$ cat src/rtl/pc_trace_monitor.sv
// In-system PC trace unit: logs every PC change with a register snapshot into a
// circular FIFO drained over valid/ready, and flags a halted core or a timeout.
module pc_trace_monitor #(
    parameter int XLEN        = 32,
    parameter int NCH         = 3,
    parameter int DEPTH       = 16,
    parameter int STALL_LIMIT = 8,
    parameter int TIMEOUT     = 10000,
    parameter int WRAP        = 1
) (
    input  logic                        clk,
    input  logic                        rst,
    input  logic                        clear_i,
    input  logic [XLEN-1:0]             pc_i,
    input  logic [NCH*XLEN-1:0]         regs_i,
    input  logic                        rd_ready_i,
    output logic                        rd_valid_o,
    output logic [XLEN-1:0]             rd_pc_o,
    output logic [NCH*XLEN-1:0]         rd_regs_o,
    output logic [$clog2(DEPTH):0]      count_o,
    output logic                        overflow_o,
    output logic                        halted_o,
    output logic                        timeout_o,
    output logic [31:0]                 cycles_o
);

    localparam int AW = $clog2(DEPTH);
    localparam int CW = AW + 1;
    localparam int EW = XLEN * (NCH + 1);
    localparam int SW = $clog2(STALL_LIMIT) + 1;

    function automatic logic [31:0] sat_inc32(input logic [31:0] v);
        return (v == 32'hFFFF_FFFF) ? v : v + 32'd1;
    endfunction

    function automatic logic [SW-1:0] sat_stall(input logic [SW-1:0] v);
        return (v >= SW'(STALL_LIMIT - 1)) ? v : v + SW'(1);
    endfunction

    logic [EW-1:0]   mem [DEPTH];
    logic [AW-1:0]   head, tail;
    logic [CW-1:0]   count;
    logic            first_armed;
    logic [XLEN-1:0] last_pc;
    logic [SW-1:0]   stall_cnt;

    logic            push, pop, full_after_pop, inc, wr_en, head_adv, ovf_set;
    logic            halt_set, timeout_set;
    logic [CW-1:0]   count_nxt;
    logic [SW-1:0]   stall_nxt;
    logic [31:0]     cycles_nxt;

    // Sample stage: decide push/pop and the next control state
    always_comb begin
        push           = first_armed | (pc_i != last_pc);
        pop            = rd_valid_o & rd_ready_i;
        // pop is applied before push, so a full FIFO being drained accepts the new entry
        full_after_pop = (count == CW'(DEPTH)) & ~pop;
        inc            = push & ~full_after_pop;
        wr_en          = push & (~full_after_pop | (WRAP != 0));
        head_adv       = pop | (push & full_after_pop & (WRAP != 0));
        ovf_set        = push & full_after_pop;
        count_nxt      = count + {{(CW-1){1'b0}}, inc} - {{(CW-1){1'b0}}, pop};
        stall_nxt      = push ? '0 : sat_stall(stall_cnt);
        halt_set       = (stall_nxt == SW'(STALL_LIMIT - 1));
        cycles_nxt     = sat_inc32(cycles_o);
        timeout_set    = (cycles_nxt == 32'(TIMEOUT)) & ~halted_o;
    end

    always_ff @(posedge clk or negedge rst) begin
        if (!rst) begin
            head        <= '0;
            tail        <= '0;
            count       <= '0;
            first_armed <= 1'b1;
            last_pc     <= '0;
            stall_cnt   <= '0;
            overflow_o  <= 1'b0;
            halted_o    <= 1'b0;
            timeout_o   <= 1'b0;
            cycles_o    <= '0;
        end else if (clear_i) begin
            head        <= '0;
            tail        <= '0;
            count       <= '0;
            first_armed <= 1'b1;
            last_pc     <= '0;
            stall_cnt   <= '0;
            overflow_o  <= 1'b0;
            halted_o    <= 1'b0;
            timeout_o   <= 1'b0;
            cycles_o    <= '0;
        end else begin
            if (wr_en)    tail <= tail + AW'(1);
            if (head_adv) head <= head + AW'(1);
            count     <= count_nxt;
            stall_cnt <= stall_nxt;
            cycles_o  <= cycles_nxt;
            if (push) begin
                first_armed <= 1'b0;
                last_pc     <= pc_i;
            end
            if (ovf_set)     overflow_o <= 1'b1;
            if (halt_set)    halted_o   <= 1'b1;
            if (timeout_set) timeout_o  <= 1'b1;
        end
    end

    // Entry storage carries data only; validity is tracked by the pointers and count
    always_ff @(posedge clk) begin
        if (rst && !clear_i && wr_en)
            mem[tail] <= {pc_i, regs_i};
    end

    assign rd_valid_o = (count != '0);
    assign rd_pc_o    = mem[head][EW-1 -: XLEN];
    assign rd_regs_o  = mem[head][NCH*XLEN-1:0];
    assign count_o    = count;

endmodule

$ cat config.mk
export PLATFORM = sky130hd
export DESIGN_NAME = pc_trace_monitor
export DESIGN_NICKNAME = d
export VERILOG_FILES = /design/src/rtl/pc_trace_monitor.sv
export SDC_FILE = /design/constraint.sdc
export NUM_CORES = 2
export LEC_CHECK = 0
export CORE_AREA = 5 5 499 501
export CTS_BUF_LIST = sky130_fd_sc_hd__clkbuf_2
export DETAILED_ROUTE_END_ITERATION = 6
export DIE_AREA = 0 0 504 506
export PLACE_DENSITY = 0.54
export SLEW_MARGIN = 40
export SYNTH_ARGS = -nofsm -noshare
export SYNTH_HDL_FRONTEND = slang
export SYNTH_SLANG_ARGS = --single-unit
$ cat constraint.sdc
create_clock -name clk -period 10 [get_ports clk]
set_clock_uncertainty 0.05 [all_clocks]
set_input_delay 2.5 -clock clk [delete_from_list [all_inputs] [get_ports clk]]
set_output_delay 2.5 -clock clk [all_outputs]
set_load 0.03 [all_outputs]
Fig. 1: wiring heat map
Scale: 0.5 px per micron. The die is cut into 25 by 25 equal tiles; dark purple is low, yellow is high, scaled to the fullest tile. Values are wire area over tile area, all layers added.
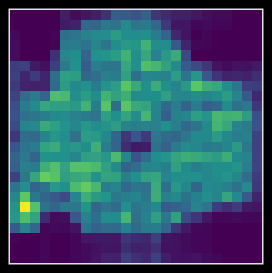
16% of the tiles are nearly empty. The emptiest ninth of the die: top right. The mean over all tiles is 0.14. The fullest tile reaches 0.43. 21% of the tiles are over half the peak.
global-route usage over all layers: 0.167
WL per Instance: 25.2 microns
via count: 44100
WL final: 217 mm

Fig. 2: a small window of the routed layout
Window x 237 to 267, y 238 to 268 microns. Cells in gray, sequential cells in the stronger gray; small squares are vias.
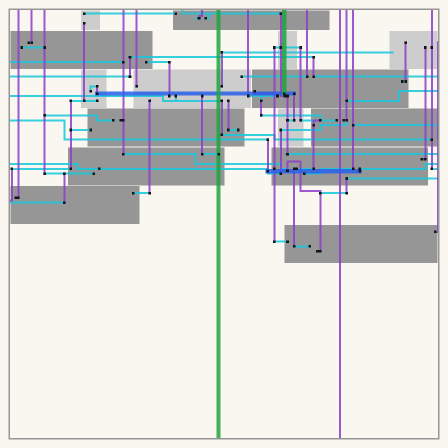
Key: met4 = green; met3 = blue; met2 = purple; met1 = cyan
14 logic cells have their middle in the window. Most frequent: edfxtp_1 (9), clkbuf_2 (2), clkinv_1 (2). Sequential cells in the window: 9. Netlist names of flops here include mem (9).

==> results.toml <==
# yosys + openroad results
[timing]
max_slew_margin = 0.250
fmax_ghz = 0.119
fin_crit_sh = 0.843
hold_viol_final = 0
setup_ws_ns = 1.57
finalSetupTns_ns = 0
rsz0062_at_grt = "false"
maxSlewViolCount = 0

[synth]
yosys_warnings = 0
synth_nets = 4450
synth_top_area_share = 0.744
ys_area_sq_um = 82600
syn-cell-area_sq_um = 82600
top_area_cell = "edfxtp_1"
ys.flop_type = "edfxtp_1"
ys_seq_share = 0.770
top_cells_by_area = "edfxtp_1 74%, mux4_2 7.0%, mux2i_1 4.7%, dfrtp_1 2.5%, mux2_2 1.7%"
synth-edff-count = 2048
numSynthFlops = 2133
ys_cells = 4304

[layout]
final_nets = 5166
sh_seq_area = 0.671
buf_share = 0.0440
ff_count = 2133
lay_top_count = "edfxtp_1"
seqCellArea_sq_um = 63600
signal_buffers = 384
fillCellCount = 22400
area_delta_synth_final_pct = 14.8
logic_area_sq_um = 18100
drive_gt1_frac = 0.256
antenna_cells = 11
layout_top_cells = "2048 x edfxtp_1, 836 x clkbuf_2, 389 x mux2i_1"
finish.utilization = 0.388
top_area_cell_class = "sequential cells"
logic_gates = 1918

[critical_path]
path_cells = "buf_4 -> nor2b_4 -> buf_4 -> a221oi_1 -> o21ai_0 -> nand2_1 -> clkdlybuf4s50_1"
endpoint = "rd_regs_o[51]"
r2r_cells = 8
path_depth = 7
r2r-end = "mem[9][50]"
start_kind = "register"
crit_top_cell = "buf_4"
end_kind = "output port"
crit_path_top_delay_cell = "buf_4"
regToRegStartpoint = "last_pc[31]"
crit_fanout = 45

[power]
finalPower_mw = 20.7
leakage_nw = 30.7

[clocking]
insertion_delay_ns = 1.76
post_cts_resize_count = 0
clkSinkCount = 2133
post_cts_buffers = 0
clkTransAtPathRegs_ns = 0.10
clockBufferDepth = 4
cts_root_buf = "clkbuf_2"
tritoncts = "yes"
cts_max_level = 6

[status]
outcome = "finished, final reports clean"

[route]
drt_iter0_markers = 3423
dr.pass1.iters = 6

[placed_design]
finalWeightedCongestion = 0.757
place_area_sq_um = 90000
portBuffers = 300
dp_cells = 7671
dp_hpwl_mm = 118

[floorplan]
io_pins = 301
well_tap_count = 3220

[grt]
grt_pass1_wl_mm = 316
overflow = 0
first_global_vias = 46200
grt_antenna_before_repair = 43

[run]
maxCapViolations = 0
warnings = 39

[min_path]
min_path_cells = 2
worstHoldPathType = "register to register"
worstHoldEndpoint = "overflow_o"
kinds of logic (layout without fill, tap and decap cells):
kind of cell / after synthesis / in the layout / synth area share
AOI/OAI and AO/OA: 691 / 691 / 0.0523
xor gates and xnor gates: 69 / 69 / 0.00731
adders and majority gates: 14 / 14 / 0.00221
buffers and inverters: 253 / 1313 / 0.0118
DFF: 2133 / 2133 / 0.770
muxes: 773 / 773 / 0.134
other: 0 / 11 / 0
and+or+nand+nor: 371 / 371 / 0.0220
metal layers:
| layer | up-vias | GRT usage | part of all wire | wire length, microns |
|---|---|---|---|---|
| met5 | - | 0 | 0.00033 | 71 |
| met4 | 12 | 0.0537 | 0.027 | 5790 |
| met3 | 383 | 0.0419 | 0.067 | 14400 |
| met2 | 1560 | 0.260 | 0.46 | 100000 |
| met1 | 22900 | 0.230 | 0.45 | 96500 |
| li1 | 19300 | - | - | - |
registers in the layout, summed over array words and instances (netlist names):
name and flops:
halted_o 1, overflow_o 1, cycles_o 32, head 4
stall_cnt 4, timeout_o 1, last_pc 32, tail 4
first_armed 1, count_o 5, mem 2048
synthesized netlist by cell type (49+ instances only):
master and number:
o21ai_0 264, dfrtp_1 84, a221oi_1 128, a21oi_1 148, nand2_1 155, mux2i_1 389, xnor2_1 49, mux2_2 128
a22oi_1 128, edfxtp_1 2048, nor2_1 53, mux4_2 256, clkbuf_1 173
worst min-delay path, delay by kind of cell (launching register included):
family / cells / cell delay (ns)
DFF: 1 / 0.37
and+or+nand+nor: 1 / 0.07
AOI/OAI and AO/OA: 1 / 0.05
power by group:
| part | total, mW | internal (mW) | leakage (nW) | switching, mW |
|---|---|---|---|---|
| clock | 5.97 | 2.51 | 3.79 | 3.45 |
| combinational | 4.79 | 2.12 | 7.32 | 2.67 |
| sequential | 9.95 | 9.87 | 19.6 | 0.0759 |
Power and IR drop assume default switching activity.
